<file path="config.mk">
export PLATFORM = sky130hd
export DESIGN_NAME = pipe_hazard_ctrl
export DESIGN_NICKNAME = d
export VERILOG_FILES = /design/src/rtl/pipe_hazard_ctrl.sv
export SDC_FILE = /design/constraint.sdc
export NUM_CORES = 1
export LEC_CHECK = 0
export CAP_MARGIN = 0
export CORE_MARGIN = 2
export CORE_UTILIZATION = 45
export DETAILED_ROUTE_END_ITERATION = 12
export GPL_TIMING_DRIVEN = 0
export MAX_ROUTING_LAYER = met4
export PLACE_DENSITY_LB_ADDON = 0.1
export REMOVE_ABC_BUFFERS = 1
export SLEW_MARGIN = 10
export SYNTH_ARGS = -nofsm -noshare
export SYNTH_HDL_FRONTEND = slang
export SYNTH_SLANG_ARGS = --single-unit
</file>
<file path="constraint.sdc">
create_clock -name clk -period 1.7 [get_ports clk]
set_input_delay 0.34 -clock clk [delete_from_list [all_inputs] [get_ports clk]]
set_output_delay 0.34 -clock clk [all_outputs]
set_load 0.005 [all_outputs]
</file>
<file path="src/rtl/pipe_hazard_ctrl.sv">
// Hazard, forwarding and stall controller for the in-order pipeline.
// Tracks in-flight destinations from EXE to WB and produces freeze/flush/mem_freeze and forwarding selects.
module pipe_hazard_ctrl #(
  parameter int REGFILE_ADDRESS_LEN = 4,
  parameter int DEPTH               = 3,
  parameter int FORWARD_EN          = 1,
  parameter int WB_BYPASS           = 0,
  parameter int STAT_LEN            = 16,
  parameter int MEM_TIMEOUT         = 15
) (
  input  logic                           clk,
  input  logic                           rst,
  input  logic                           id_valid,
  input  logic [REGFILE_ADDRESS_LEN-1:0] id_src1,
  input  logic                           id_src1_used,
  input  logic [REGFILE_ADDRESS_LEN-1:0] id_src2,
  input  logic                           id_src2_used,
  input  logic [REGFILE_ADDRESS_LEN-1:0] id_dest,
  input  logic                           id_wb_en,
  input  logic                           id_mem_read,
  input  logic                           branch_taken,
  input  logic                           mem_req,
  input  logic                           mem_ready,
  output logic                           freeze,
  output logic                           flush,
  output logic                           mem_freeze,
  output logic [2:0]                     fwd_sel1,
  output logic [2:0]                     fwd_sel2,
  output logic [STAT_LEN-1:0]            stall_count,
  output logic [STAT_LEN-1:0]            flush_count,
  output logic                           timeout_err
);

  localparam int AW     = REGFILE_ADDRESS_LEN;
  localparam int WAIT_W = $clog2(MEM_TIMEOUT + 1);

  logic [DEPTH-1:0]         sb_valid;
  logic [DEPTH-1:0]         sb_load;
  logic [DEPTH-1:0][AW-1:0] sb_dest;
  logic [DEPTH-1:0]         match1;
  logic [DEPTH-1:0]         match2;
  logic [DEPTH-1:0]         fwd_ok;
  logic                     hazard;
  logic [WAIT_W-1:0]        wait_cnt;

  always_comb begin
    for (int k = 0; k < DEPTH; k++) begin
      match1[k] = sb_valid[k] & (sb_dest[k] == id_src1) & id_src1_used & id_valid;
      match2[k] = sb_valid[k] & (sb_dest[k] == id_src2) & id_src2_used & id_valid;
      // A load in EXE has no data yet; the WB entry is read straight from the regfile when bypassed.
      fwd_ok[k] = ~((k == 0) & sb_load[0]) & ~((WB_BYPASS != 0) & (k == DEPTH - 1));
    end
  end

  always_comb begin
    hazard   = 1'b0;
    fwd_sel1 = 3'd0;
    fwd_sel2 = 3'd0;
    if (FORWARD_EN != 0) begin
      hazard = sb_load[0] & (match1[0] | match2[0]);
      // Descending scan so the youngest matching entry is assigned last.
      for (int k = DEPTH - 1; k >= 0; k--) begin
        if (match1[k] && fwd_ok[k]) fwd_sel1 = 3'(k + 1);
        if (match2[k] && fwd_ok[k]) fwd_sel2 = 3'(k + 1);
      end
    end else begin
      for (int k = 0; k < DEPTH; k++) begin
        if ((match1[k] | match2[k]) && !((WB_BYPASS != 0) && (k == DEPTH - 1)))
          hazard = 1'b1;
      end
    end
  end

  assign mem_freeze = mem_req & ~mem_ready;
  assign flush      = branch_taken & ~mem_freeze;
  assign freeze     = hazard & ~flush & ~mem_freeze;

  always_ff @(posedge clk or negedge rst) begin
    if (!rst) begin
      sb_valid <= '0;
      sb_load  <= '0;
      sb_dest  <= '0;
    end else if (!mem_freeze) begin
      for (int k = DEPTH - 1; k >= 1; k--) begin
        sb_valid[k] <= sb_valid[k-1];
        sb_load[k]  <= sb_load[k-1];
        sb_dest[k]  <= sb_dest[k-1];
      end
      sb_valid[0] <= id_valid & id_wb_en & ~freeze & ~flush;
      sb_load[0]  <= id_mem_read;
      sb_dest[0]  <= id_dest;
    end
  end

  always_ff @(posedge clk or negedge rst) begin
    if (!rst) begin
      stall_count <= '0;
      flush_count <= '0;
      wait_cnt    <= '0;
      timeout_err <= 1'b0;
    end else begin
      if ((freeze | mem_freeze) && (stall_count != '1))
        stall_count <= stall_count + 1'b1;
      if (flush && (flush_count != '1))
        flush_count <= flush_count + 1'b1;
      if (!mem_freeze) begin
        wait_cnt <= '0;
      end else begin
        if (wait_cnt != '1)
          wait_cnt <= wait_cnt + 1'b1;
        // Sets on the edge where wait_cnt steps onto MEM_TIMEOUT.
        if (wait_cnt >= WAIT_W'(MEM_TIMEOUT - 1))
          timeout_err <= 1'b1;
      end
    end
  end

endmodule
</file>
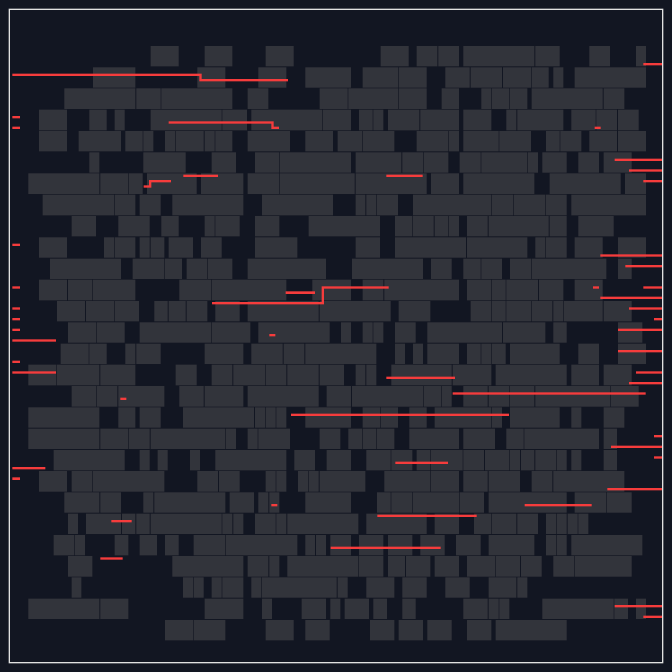
run_1/met3.png
longest straight run: 27.6 µm
nets with wire on the layer: 46

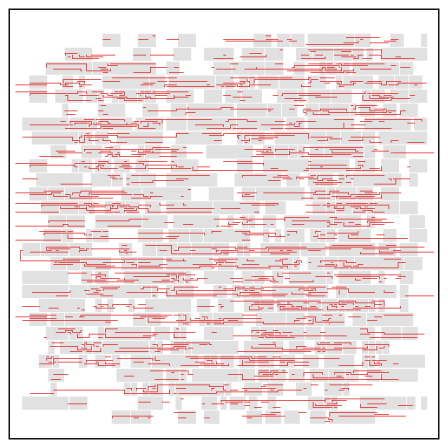
run_1/met1.png
wire length on this layer: 3630 µm
main direction: horizontal
share of all routed wire: 44%
longest straight run: 30.4 µm
nets with wire on the layer: 397

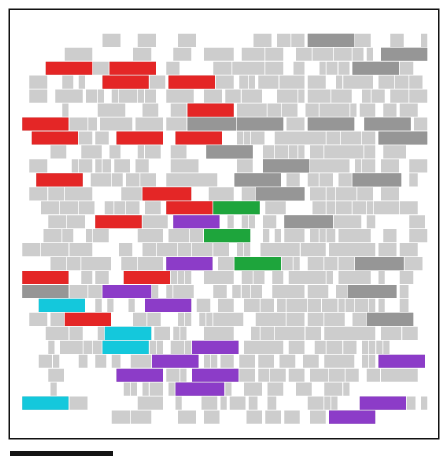
run_1/registers.png
The bar under the picture is 20 µm long. Other sequential cells in the stronger grey, the rest of the logic in the fainter grey.
legend:
  red:
    netlist_name: stall_count
    placed_flops: 16
  cyan:
    netlist_name: wait_cnt
    placed_flops: 4
    where: lower left
  green:
    netlist_name: sb_valid
    placed_flops: 3
  purple:
    netlist_name: sb_dest
    placed_flops: 12
not coloured: 18

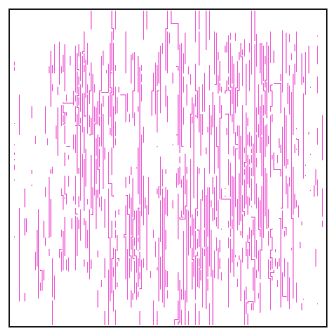
run_1/met2.png
wire length on this layer: 4130 µm
share of all routed wire: 51%
longest straight run: 42.2 µm
nets with wire on the layer: 390

## run 1: critical path: stages (launching register included)
cell and delay (ns):
dfrtp_1 0.40, buf_6 0.13, xnor2_2 0.11, nand4_1 0.12
or4_4 0.43, nand2b_1 0.09, o21a_1 0.13, buf_2 0.11
## run 1: metrics by stage
step,instance area [µm²],util,hold WS [ns],cells,power [mW]
3_5_place_dp,3510,0.5824,0.4061,420,2.597
4_1_cts,4177,0.6931,0.06831,472,3.540
2_1_floorplan,2790,-,0.04441,283,2.077
3_3_place_gp,3495,0.5799,0.4662,419,2.564
6_report,4496,0.7461,0.06049,490,3.798
5_1_grt,4496,0.7461,0.09272,490,3.996
## run 1: report_power, final
group          switching [mW]  internal (mW)
logic                   0.533          0.770
registers               0.267           1.46
clock network           0.432          0.331
==> impl_metrics.csv, run 1 <==
group,metric,value,unit
yosys,adder_share,0.01763,
pwr,max-vdd-ir-drop,0.7134,mV
layout,design.final.nets,440,
yosys,area_fraction_in_mux_cells,0.02027,
yosys,topCellsByArea,"dfrtp_1 47%, xnor2_1 8.0%, nand2_1 7.3%, xor2_1 7.1%, nand3_1 2.8%",
detailed_routing,via_per_inst,5.418,
critical_path,worst_setup_path_startpoint,"sb_dest[5]$_DFFE_PN0N_",
sta,finalHoldViolCount,0,
sta,setup_repair_after_global_routing_missed_its_margin,"true",
layout,final_layout_size_suffix_gt1_frac,0.3373,
grt,grtUsageMet2,0.3820,
floorplanning,tap_cells,75,
cts,insertion_delay,0.31,ns
layout,layout.filler_cells,418,
grt,grt_antenna_before_repair,0,
critical_path,kind_of_start_point_of_the_critical_path,"flop",
yosys,synth_area,2839,µm²
layout,antenna_cells,0,
critical_path,crit-reg2reg-capture,"stall_count[3]$_DFFE_PN0P_",
critical_path,r2r_slack,-0.13,ns
critical_path,worst-setup-path-type,"flop to output port",
cts,hold_buffers,0,
outcome,violations_in_the_final_reports,"setup timing",
placed_design,io_buffers,61,
cts,cts-buffers-inserted,5,
detailed_routing,initialDrtViolationCount,153,
yosys,yosysSeqAreaShare,0.4672,
layout,flop_area,1339,µm²
cts,cts_tree,"built",
cts,post-cts-setup-buffers,40,
placed_design,dp_worst_setup_slack,-2.573,ns
grt,grt_first_pass_wirelength,12.90,mm
min_path,holdCritPathClass,"input pin to async pin",
critical_path,timing.reg2reg.worst_path_depth,8,
layout,fraction_of_area_in_clock_buffers_and_inverters,0.02143,
yosys,ys_chip_area,2839,µm²
floorplanning,floorplan.die.height,83.43,µm
floorplanning,placement_row_count,28,
yosys,synthDistinctLibCells,41,
sta,finalSetupViolations,27,
layout,lay_top_count,"nand2_1",
layout,area_share_nonclk_buffers,0.2502,
detailed_routing,post_drt_wl_per_cell,16.68,µm
floorplanning,floorplan.io_pins,64,
grt,gr-usage-all-layers,0.2353,
yosys,count_of_flip_flops_with_a_built_in_enable_after_synthesis,0,
yosys,netlist_top_cells_count,"55 x nand2_1, 53 x dfrtp_1, 26 x xnor2_1, 23 x xor2_1, 16 x nand3_1",
yosys,number_of_cell_instances_after_yosys_synthesis,293,
pwr,total_leakage_power,2.011,nW
cts,clk_pin_slew_worst_paths,0.09,ns
sta,setup_total_negative_slack,-3.720,ns
detailed_routing,wl_met2,4.131,mm
floorplanning,chipArea,6961,µm²
grt,groute.layer.met3.usage,0.03479,
critical_path,end_kind,"output port",
layout,clock_buffer_count,6,
detailed_routing,route.detailed.drc,0,
critical_path,r2r-start,"sb_dest[1]$_DFFE_PN0N_",
pwr,total_power_per_unit_cell_area,844.8,nW/µm²
placed_design,gp_congestion,0.8405,
job,warning_count,28,
layout,fraction_of_area_in_registers,0.2978,
outcome,run_status,"finished with violations",
critical_path,cp.arrival,1.83,ns
layout,combGateArea,1785,µm²
yosys,synth-main-ff-cell,"dfrtp_1",
detailed_routing,final_antenna_net_count,0,
detailed_routing,maxUsedRoutingLayer,"met4",
layout,layout.non_clock_inverters,12,
yosys,synth-simple-area-share,0.2102,
yosys,post_synth_xor_area_fraction,0.1512,
floorplanning,die_width,83.43,µm
sta,finalWorstSetupSlack,-0.4691,ns
detailed_routing,num_vias,2655,
yosys,top_cell_area_share,0.4672,
critical_path,timing.critical_path.fanout_max,2,
yosys,yosys_register_bits,53,
run_1/final_congestion.png
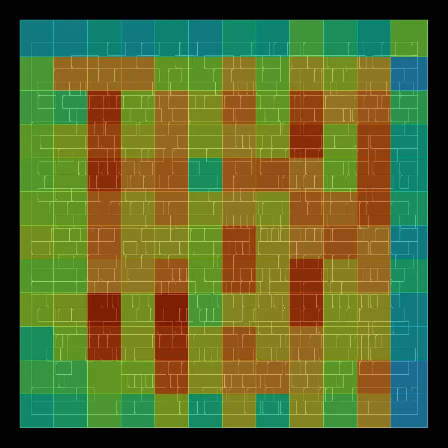

==> run 2, diff against run 1 <==
GPL_TIMING_DRIVEN = 1   (was 0)
RECOVER_POWER = 50   (was default)
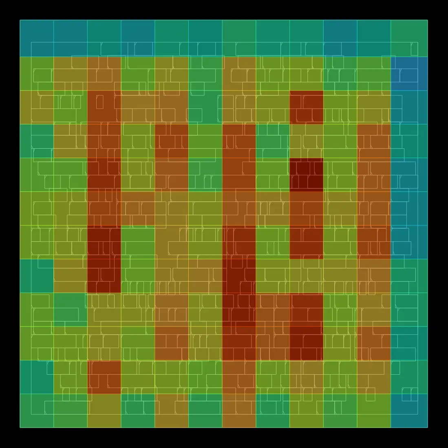
run_2/final_congestion.png
Most Crowded Layer GR: met2
Final Util: 0.7467
met3 Use GR: 0.03479

==> impl_metrics.csv, run 2 <==
group,metric,value,unit
layout,clock_buffer_count,5,
layout,antenna_cells,0,
yosys,adder_share,0.01763,
layout,layout.non_clock_inverters,10,
critical_path,crit_slowest_cell,"or4_4",
critical_path,r2r-start,"sb_dest[2]$_DFFE_PN0N_",
layout,final_design_area_no_fill,4499,µm²
critical_path,timing.critical_path.max_delay_family,"simple AND/OR/NAND/NOR gates",
critical_path,cp.arrival,1.78,ns
job,warning_count,28,
sta,layout_min_cycle_time,2.124,ns
floorplanning,placement_row_count,28,
floorplanning,tap_cells,75,
cts,clk_pin_slew_worst_paths,0.10,ns
pwr,power.combinational.fraction,0.374,
yosys,synth-main-ff-cell,"dfrtp_1",
placed_design,io_buffers,61,
yosys,synth-simple-area-share,0.2102,
layout,layout.filler_cells,443,
detailed_routing,maxUsedRoutingLayer,"met4",
layout,lay_top_count,"buf_4",
grt,grt_first_pass_wirelength,12.88,mm
outcome,violations_in_the_final_reports,"setup timing",
sta,finalSetupViolations,25,
layout,fraction_of_area_in_clock_buffers_and_inverters,0.02308,
critical_path,worst-setup-path-type,"flop to output port",
pwr,max-vdd-ir-drop,0.9816,mV
yosys,yosysSeqAreaShare,0.4672,
yosys,top_cell_area_share,0.4672,
min_path,holdCritPathClass,"input pin to async pin",
critical_path,timing.reg2reg.worst_path_depth,8,
yosys,topCellsByArea,"dfrtp_1 47%, xnor2_1 8.0%, nand2_1 7.3%, xor2_1 7.1%, nand3_1 2.8%",
pwr,powerComb,1.46,mW
critical_path,series_of_cell_instances_along_the_critical_path,"buf_6 -> xnor2_2 -> nand4_1 -> or4_4 -> nand2b_1 -> o21a_1 -> buf_2",
placed_design,gp_congestion,0.9518,
pwr,total_power_per_unit_cell_area,867.9,nW/µm²
critical_path,crit_buf_inv,2,
critical_path,timing.critical_path.fanout_max,2,
critical_path,r2r_slack,-0.17,ns
pwr,seq-power,1.62,mW
layout,final_layout_size_suffix_gt1_frac,0.3310,
pwr,clock_power_share,0.212,
pwr,internal_power,2.709,mW
cts,cts-buffers-inserted,5,
layout,design.final.nets,446,
yosys,number_of_cell_instances_after_yosys_synthesis,293,
detailed_routing,via_per_inst,5.307,
yosys,count_of_flip_flops_with_a_built_in_enable_after_synthesis,0,
yosys,leading_area_contributor_after_synthesis,"dfrtp_1",
detailed_routing,num_vias,2627,
sta,setup_repair_after_global_routing_missed_its_margin,"true",
yosys,synthDistinctLibCells,41,
sta,setup_total_negative_slack,-2.875,ns
critical_path,crit-reg2reg-capture,"stall_count[4]$_DFFE_PN0P_",
yosys,netlist_top_cells_count,"55 x nand2_1, 53 x dfrtp_1, 26 x xnor2_1, 23 x xor2_1, 16 x nand3_1",
detailed_routing,initialDrtViolationCount,88,
yosys,yosys_register_bits,53,
placed_design,detailed_place.area,3938,µm²
critical_path,end_kind,"output port",
sta,finalWorstSetupSlack,-0.4239,ns
layout,combGateArea,1760,µm²
yosys,area_fraction_in_mux_cells,0.02027,
critical_path,path_depth,7,
floorplanning,die_width,83.43,µm
cts,cts_tree,"built",
floorplanning,floorplan.io_pins,64,
detailed_routing,wl_met2,4.134,mm
pwr,pwr-share-seq,0.414,
pwr,total_leakage_power,2.099,nW
yosys,ys_warn_count,0,
pwr,power.group.top,"sequential cells",
yosys,ys_chip_area,2839,µm²
yosys,synth_area,2839,µm²
sta,finalHoldViolCount,0,
pwr,switching_share,0.3064,
floorplanning,chipArea,6961,µm²
cts,insertion_delay,0.30,ns
pwr,switchingPower,1.196,mW
outcome,run_status,"finished with violations",
layout,area_share_nonclk_buffers,0.2603,
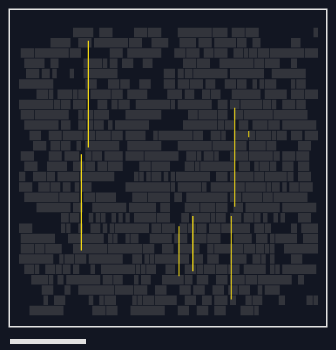
run_2/met4.png
The bar under the picture is 20 µm long.
main direction: vertical
wire length on this layer: 129 µm

run 2: cell counts after synthesis:
No cell type changed its count.
run 2: what timing repair did:
action                                 4_1_cts  5_1_grt
resized                                     81       40
endpoints found under the hold margin        0        0
pin swaps                                   24       19
buffers inserted                             9        2
setup endpoints to repair                   38       39
gates cloned                                 2        0
run 2: metrics by stage:
stage               cells  power [mW]  utilization  hold slack (ns)
floorplan             283       2.077            -          0.04441
global placement      477       2.827       0.6534           0.3577
detailed placement    477       2.857       0.6534           0.3595
CTS                   493       3.799       0.7147          0.03072
global route          495       4.109       0.7467           0.5307
finish                495       3.905       0.7467           0.4185
run 2: per-layer routing:
metal | global-route usage | vias to the layer above
li1 | - | 1266
met1 | 0.2933 | 1272
met2 | 0.3930 | 74
met3 | 0.03479 | 15
met4 | 0.06305 | 0
met5 | - | -
==> run 3, diff against run 2 <==
CAP_MARGIN = default   (was 0)
GPL_TIMING_DRIVEN = default   (was 1)
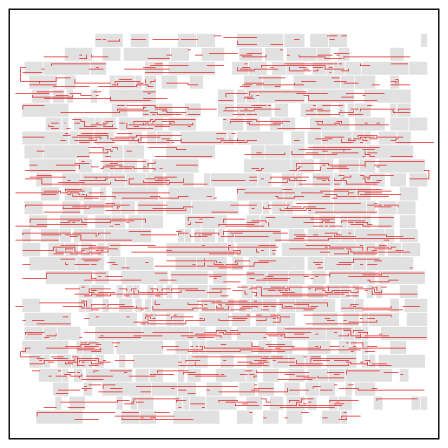
run_3/met1.png
wire length on this layer: 3410 µm
share of all routed wire: 43%
nets with wire on the layer: 399

==> impl_metrics.csv, run 3 <==
group,metric,value,unit
grt,grt_first_pass_wirelength,12.88,mm
sta,finalSetupViolations,25,
outcome,run_status,"finished with violations",
critical_path,kind_of_start_point_of_the_critical_path,"flop",
yosys,leading_area_contributor_after_synthesis,"dfrtp_1",
grt,grtUsageMet2,0.3930,
critical_path,slowest_delay,0.44,ns
yosys,synth-simple-area-share,0.2102,
sta,holdWs,0.4185,ns
pwr,total_power_per_unit_cell_area,867.9,nW/µm²
layout,lay_top_count,"buf_4",
pwr,power.combinational.fraction,0.374,
sta,setup_repair_after_global_routing_missed_its_margin,"true",
placed_design,detailed_place.area,3938,µm²
placed_design,io_buffers,61,
min_path,holdCritPathClass,"input pin to async pin",
critical_path,crit_buf_inv,2,
critical_path,timing.critical_path.fanout_max,2,
grt,grt-busiest-layer,"met2",
critical_path,r2r-start,"sb_dest[2]$_DFFE_PN0N_",
pwr,switchingPower,1.196,mW
sta,finalWorstSetupSlack,-0.4239,ns
placed_design,place_inst,477,
pwr,pwr-share-seq,0.414,
yosys,synthDistinctLibCells,41,
placed_design,dp_worst_setup_slack,-0.8713,ns
floorplanning,tap_cells,75,
sta,finalHoldViolCount,0,
floorplanning,die_width,83.43,µm
critical_path,r2r_slack,-0.17,ns
cts,insertion_delay,0.30,ns
outcome,violations_in_the_final_reports,"setup timing",
cts,hold_buffers,0,
yosys,post_synth_xor_area_fraction,0.1512,
layout,design.final.nets,446,
cts,cts_repair_resize_count,81,
layout,clock_buffer_count,5,
layout,fin_cells,495,
floorplanning,chipArea,6961,µm²
detailed_routing,route.detailed.drc,0,
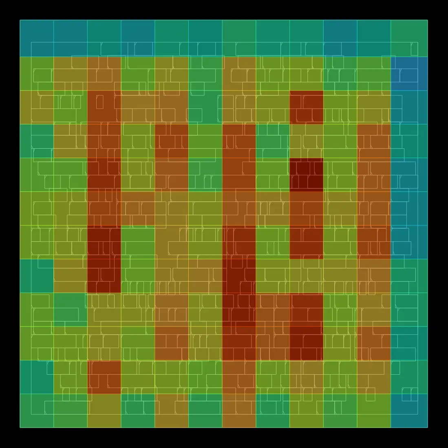
run_3/final_congestion.png
total global routing track utilization: 0.2324
met1 usage in global routing: 0.2933

[run 3: cell counts after synthesis]
Identical to the previous run, type by type.
[run 3: worst max-delay path by stage]
stage / start / endpoint / cells after the start
finish: sb_dest[5]$_DFFE_PN0N_ / fwd_sel1[1] / 7
floorplan: mem_ready / stall_count[1]$_DFFE_PN0P_ / 6
global route: sb_dest[5]$_DFFE_PN0N_ / fwd_sel1[1] / 7
CTS: sb_dest[5]$_DFFE_PN0N_ / fwd_sel1[1] / 7
detailed placement: id_src1[2] / fwd_sel1[0] / 6
global placement: id_src1[2] / fwd_sel1[1] / 6
[run 3: cells by family after synthesis]
logic type,after synthesis
xor+xnor,49
mux,5
other cells,1
buf+inv,21
flops,53
simple gates,124
compound gates,36
fa+ha+maj,4
Power and IR drop assume default switching activity.
